<file path="config.mk">
export PLATFORM = sky130hd
export DESIGN_NAME = multu_unit_flat
export DESIGN_NICKNAME = d
export VERILOG_FILES = /design/src/rtl/multu_unit_pkg.sv /design/src/rtl/multu_unit_if.sv /design/src/rtl/multu_unit_step.sv /design/src/rtl/multu_unit.sv /design/src/flat_wrapper.sv
export SDC_FILE = /design/constraint.sdc
export NUM_CORES = 1
export LEC_CHECK = 0
export ABC_AREA = 1
export CORE_ASPECT_RATIO = 1.4
export CORE_MARGIN = 2
export CORE_UTILIZATION = 45
export DETAILED_ROUTE_END_ITERATION = 10
export PLACE_DENSITY = 0.68
export SLEW_MARGIN = 30
export SYNTH_ARGS = -nofsm -noshare
export SYNTH_HDL_FRONTEND = slang
export SYNTH_HIERARCHICAL = 1
export SYNTH_SLANG_ARGS = --single-unit
</file>
<file path="constraint.sdc">
create_clock -name clk -period 2.2 [get_ports clk]
set_input_delay 0.44 -clock clk [delete_from_list [all_inputs] [get_ports clk]]
set_output_delay 0.44 -clock clk [all_outputs]
set_load 0.02 [all_outputs]
</file>
<file path="src/rtl/multu_unit_pkg.sv">
// rtl/multu_unit_pkg.sv - shared state encoding and HI/LO write-strobe codes for the multiplier
package multu_unit_pkg;

    typedef enum logic [1:0] {
        IDLE = 2'd0,
        RUN  = 2'd1,
        DONE = 2'd2
    } multuState_t;

    // The HI/LO block decodes these same values, so they must never be renumbered.
    localparam logic [1:0] SIG_NONE  = 2'b00;
    localparam logic [1:0] SIG_MULTU = 2'b01;
    localparam logic [1:0] SIG_MULT  = 2'b10;

    function automatic logic [1:0] doneSignal(input logic signedOp);
        return signedOp ? SIG_MULT : SIG_MULTU;
    endfunction

endpackage

</file>
<file path="src/rtl/multu_unit_if.sv">
// rtl/multu_unit_if.sv - request/result bundle between the pipeline controller and the multiplier
interface multu_unit_if #(
    parameter int WIDTH = 32
) ();

    logic                 Start;
    logic                 Signed;
    logic [WIDTH-1:0]     OpA;
    logic [WIDTH-1:0]     OpB;
    logic                 Busy;
    logic                 Done;
    logic [2*WIDTH-1:0]   MultuAns;
    logic [1:0]           Signal;

    modport master (
        output Start, Signed, OpA, OpB,
        input  Busy, Done, MultuAns, Signal
    );

    modport slave (
        input  Start, Signed, OpA, OpB,
        output Busy, Done, MultuAns, Signal
    );

endinterface

</file>
<file path="src/rtl/multu_unit_step.sv">
// rtl/multu_unit_step.sv - one combinational add-and-shift iteration of the multiplier
module multu_step #(
    parameter int WIDTH = 32
) (
    input  logic [2*WIDTH-1:0] accIn,
    input  logic [WIDTH-1:0]   addend,
    output logic [2*WIDTH-1:0] accOut
);

    logic [WIDTH:0] sum;

    // The carry out of the upper-half add becomes the new MSB after the shift.
    always_comb begin
        sum = {1'b0, accIn[2*WIDTH-1:WIDTH]};
        if (accIn[0]) begin
            sum = sum + {1'b0, addend};
        end
        accOut = {sum, accIn[WIDTH-1:1]};
    end

endmodule

</file>
<file path="src/rtl/multu_unit.sv">
// rtl/multu_unit.sv - iterative shift-add multiplier feeding HI/LO; MULT_SIGNED_EN adds signed ops
module multu_unit
    import multu_unit_pkg::*;
#(
    parameter int WIDTH = 32,
    parameter int CNT_W = 6
) (
    input  logic        clk,
    input  logic        reset,
    multu_unit_if.slave bus
);

    multuState_t          state;
    multuState_t          stateNext;
    logic [CNT_W-1:0]     cnt;
    logic [WIDTH-1:0]     aReg;
    logic [2*WIDTH-1:0]   acc;
    logic [2*WIDTH-1:0]   accStep;
    logic [2*WIDTH-1:0]   finalAns;
    logic [WIDTH-1:0]     opAIn;
    logic [WIDTH-1:0]     opBIn;
    logic                 signedIn;
    logic                 negIn;
    logic                 signedQ;
    logic                 negQ;
    logic                 busyQ;
    logic                 doneQ;
    logic [1:0]           signalQ;
    logic [2*WIDTH-1:0]   ansQ;

`ifdef MULT_SIGNED_EN
    // Signed requests run as magnitude multiplies; the sign is reapplied on the way out.
    assign signedIn = bus.Signed;
    assign negIn    = bus.Signed & (bus.OpA[WIDTH-1] ^ bus.OpB[WIDTH-1]);
    assign opAIn    = (bus.Signed && bus.OpA[WIDTH-1]) ? -bus.OpA : bus.OpA;
    assign opBIn    = (bus.Signed && bus.OpB[WIDTH-1]) ? -bus.OpB : bus.OpB;
`else
    logic unusedSigned;
    assign unusedSigned = bus.Signed;
    assign signedIn     = 1'b0;
    assign negIn        = 1'b0;
    assign opAIn        = bus.OpA;
    assign opBIn        = bus.OpB;
`endif

    assign finalAns = negQ ? -acc : acc;

    multu_step #(
        .WIDTH (WIDTH)
    ) u_step (
        .accIn  (acc),
        .addend (aReg),
        .accOut (accStep)
    );

    always_ff @(posedge clk or negedge reset) begin
        if (!reset) begin
            state <= IDLE;
        end else begin
            state <= stateNext;
        end
    end

    always_comb begin
        stateNext = state;
        case (state)
            IDLE:    if (bus.Start) stateNext = RUN;
            RUN:     if (cnt == CNT_W'(WIDTH - 1)) stateNext = DONE;
            DONE:    stateNext = IDLE;
            default: stateNext = IDLE;
        endcase
    end

    // Outputs are registered one edge behind the state, so Done/Signal pulse as DONE retires.
    always_ff @(posedge clk or negedge reset) begin
        if (!reset) begin
            cnt     <= '0;
            aReg    <= '0;
            acc     <= '0;
            signedQ <= 1'b0;
            negQ    <= 1'b0;
            busyQ   <= 1'b0;
            doneQ   <= 1'b0;
            signalQ <= SIG_NONE;
            ansQ    <= '0;
        end else begin
            busyQ   <= (state != IDLE);
            doneQ   <= 1'b0;
            signalQ <= SIG_NONE;
            case (state)
                IDLE: begin
                    if (bus.Start) begin
                        aReg    <= opAIn;
                        acc     <= {{WIDTH{1'b0}}, opBIn};
                        cnt     <= '0;
                        signedQ <= signedIn;
                        negQ    <= negIn;
                    end
                end
                RUN: begin
                    acc <= accStep;
                    cnt <= cnt + CNT_W'(1);
                end
                DONE: begin
                    ansQ    <= finalAns;
                    doneQ   <= 1'b1;
                    signalQ <= doneSignal(signedQ);
                end
                default: ;
            endcase
        end
    end

    assign bus.Busy     = busyQ;
    assign bus.Done     = doneQ;
    assign bus.Signal   = signalQ;
    assign bus.MultuAns = ansQ;

endmodule
</file>
<file path="src/flat_wrapper.sv">
// flat-port wrapper written by rule: the top's interface ports become plain ports
module multu_unit_flat import multu_unit_pkg::*;
#(
    parameter int WIDTH = 32,
    parameter int CNT_W = 6
)
  (clk, reset, bus_Start, bus_Signed, bus_OpA, bus_OpB, bus_Busy, bus_Done, bus_MultuAns, bus_Signal);
  multu_unit_if #(.WIDTH(WIDTH)) bus_i ();
  input  logic clk;
  input  logic reset;
  input wire logic [$bits(bus_i.Start)-1:0] bus_Start;
  input wire logic [$bits(bus_i.Signed)-1:0] bus_Signed;
  input wire logic [$bits(bus_i.OpA)-1:0] bus_OpA;
  input wire logic [$bits(bus_i.OpB)-1:0] bus_OpB;
  output wire logic [$bits(bus_i.Busy)-1:0] bus_Busy;
  output wire logic [$bits(bus_i.Done)-1:0] bus_Done;
  output wire logic [$bits(bus_i.MultuAns)-1:0] bus_MultuAns;
  output wire logic [$bits(bus_i.Signal)-1:0] bus_Signal;
  assign bus_i.Start = bus_Start;
  assign bus_i.Signed = bus_Signed;
  assign bus_i.OpA = bus_OpA;
  assign bus_i.OpB = bus_OpB;
  assign bus_Busy = bus_i.Busy;
  assign bus_Done = bus_i.Done;
  assign bus_MultuAns = bus_i.MultuAns;
  assign bus_Signal = bus_i.Signal;
  multu_unit #(.WIDTH(WIDTH), .CNT_W(CNT_W)) u_core (.clk(clk), .reset(reset), .bus(bus_i));
endmodule
</file>
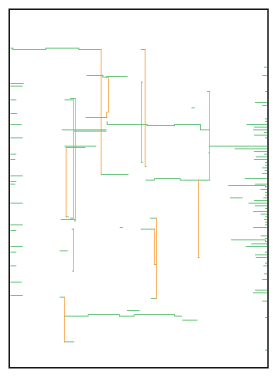
(images/wires.png)
Drawn at 2 px/µm. Only two layers are drawn.
Orange is metal 4, wire length 523 µm. Green is metal 3, wire length 724 µm.

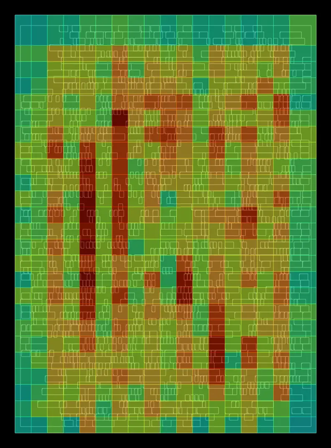
(images/congestion.png)
met1 Use GR: 26.81%
met2 Resource Use GR: 39.93%
All-Layer GR Usage: 22.17%
Post-Route Utilization: 56.44%
met3 Use GR: 3.539%

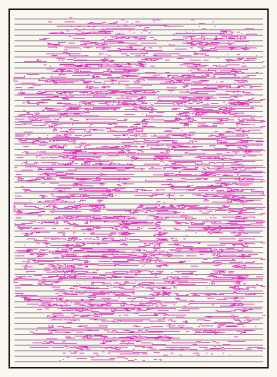
(images/layer_met1.png)
Drawn at 2 px/µm. Supply wires on this layer in grey.
The wires run mostly horizontal. 1449 nets have wire on it.

==> CHANGELOG.md <==
## Flow update

* Clock sinks at 170
* First-pass GRT wire length at 40110 µm
* Yosys warns at 6
* Compound Share, Synth at 9.290%
* Cell Type Count at 33
* Reg2Reg Depth at 11
* Comb pwr share at 53.3%
* Mapped Avg Cell Area at 7.039 µm²
* Post-layout min period at 2.072 ns
* Sequential Area at 4254 µm²
* Ports at 136
* Seq cells at 170
* Post-Syn Area at 9792 µm²
* Non-clock buffer count at 163
* Non-clk invs at 187
* Drt first pass iters at 4
* Floorplan core density at 46.01%
* GRT overflow at 0
* WL met2 at 12430 µm
* Reg power frac at 29.5%
* Vias at 8448
* Clock transition at path regs at 0.07 ns
* Cells after Synth at 1391
* Cts hold-fix bufs at 1
* HP Start: u_core/bus.MultuAns[11]$_DFFE_PN0P_
* Design Area, Final at 12010 µm²
* Largest net degree at the start of global routing at 79
* Post_cts resized at 0
* Critical-path cell list: ha_2, fa_1, nand3_1, nand3_2, nand3_1, nand3_2, buf_4, xnor2_1, o21ai_1, nand2_1, o21ai_0
* Overall power at 17.60 mW
* Largest area contributor in the netlist: dfrtp_1
* Status: finished clean
* Number of port buffers at 133
* Placed Cells incl. Taps at 1731
* Cycle use final at 94.16%
* Worst vdd rail ir drop at 0.6526 mV
* Vias in the first global route at 8293
* Post-route DRC violation count at 0
* LEAKAGE at 6.392 nW
* Setup slack after placement at -0.001156 ns
* Final Skew at 0.006700 ns
* Vias per cell at 4.789
* Leading cell kind: combinational gates
* FF-to-FF Start: u_core/acc[32]$_DFFE_PN0P_
* WP depth at 11
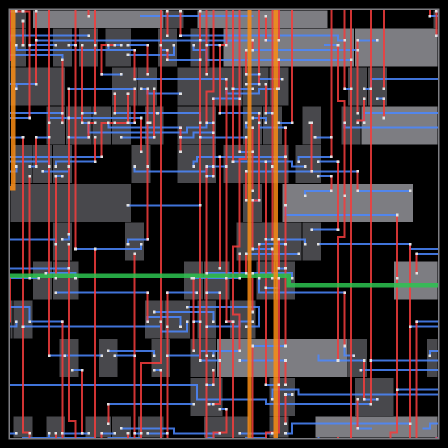
(images/detail.png)
Window x 49 to 79, y 110 to 140 µm. Cells in grey, sequential cells in the stronger grey; small squares are vias.
Red is metal 2. Blue is metal 1. Orange is metal 4. Green is metal 3.
Most frequent: nand2_1 (25), inv_1 (7), nor2_1 (7). Sequential cells in the window: 6. 69 logic cells have their middle in the window. Netlist names of flops here include u_core/acc (4), u_core/state (2).

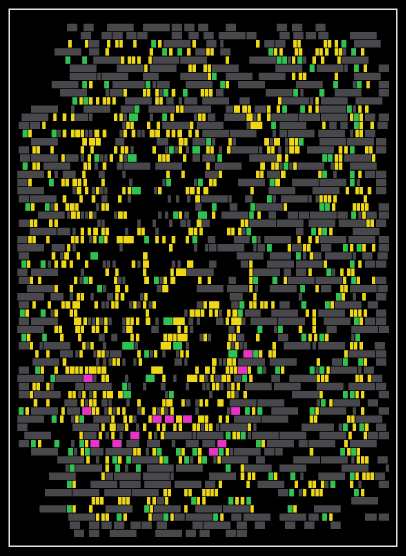
(images/logic_types.png)
Drawn at 3 px/µm.
Yellow is NAND gates, cells 670, where widely spread. Green is inverting AOI/OAI gates, cells 176, where widely spread. Magenta is XOR/XNOR gates, cells 13.
Comb/total area: 37.65%
Commonest Layout Cell: nand2_1
final std cells w/o fill: 1764

Power figures rest on the tool's default switching activity, not on a simulated workload.
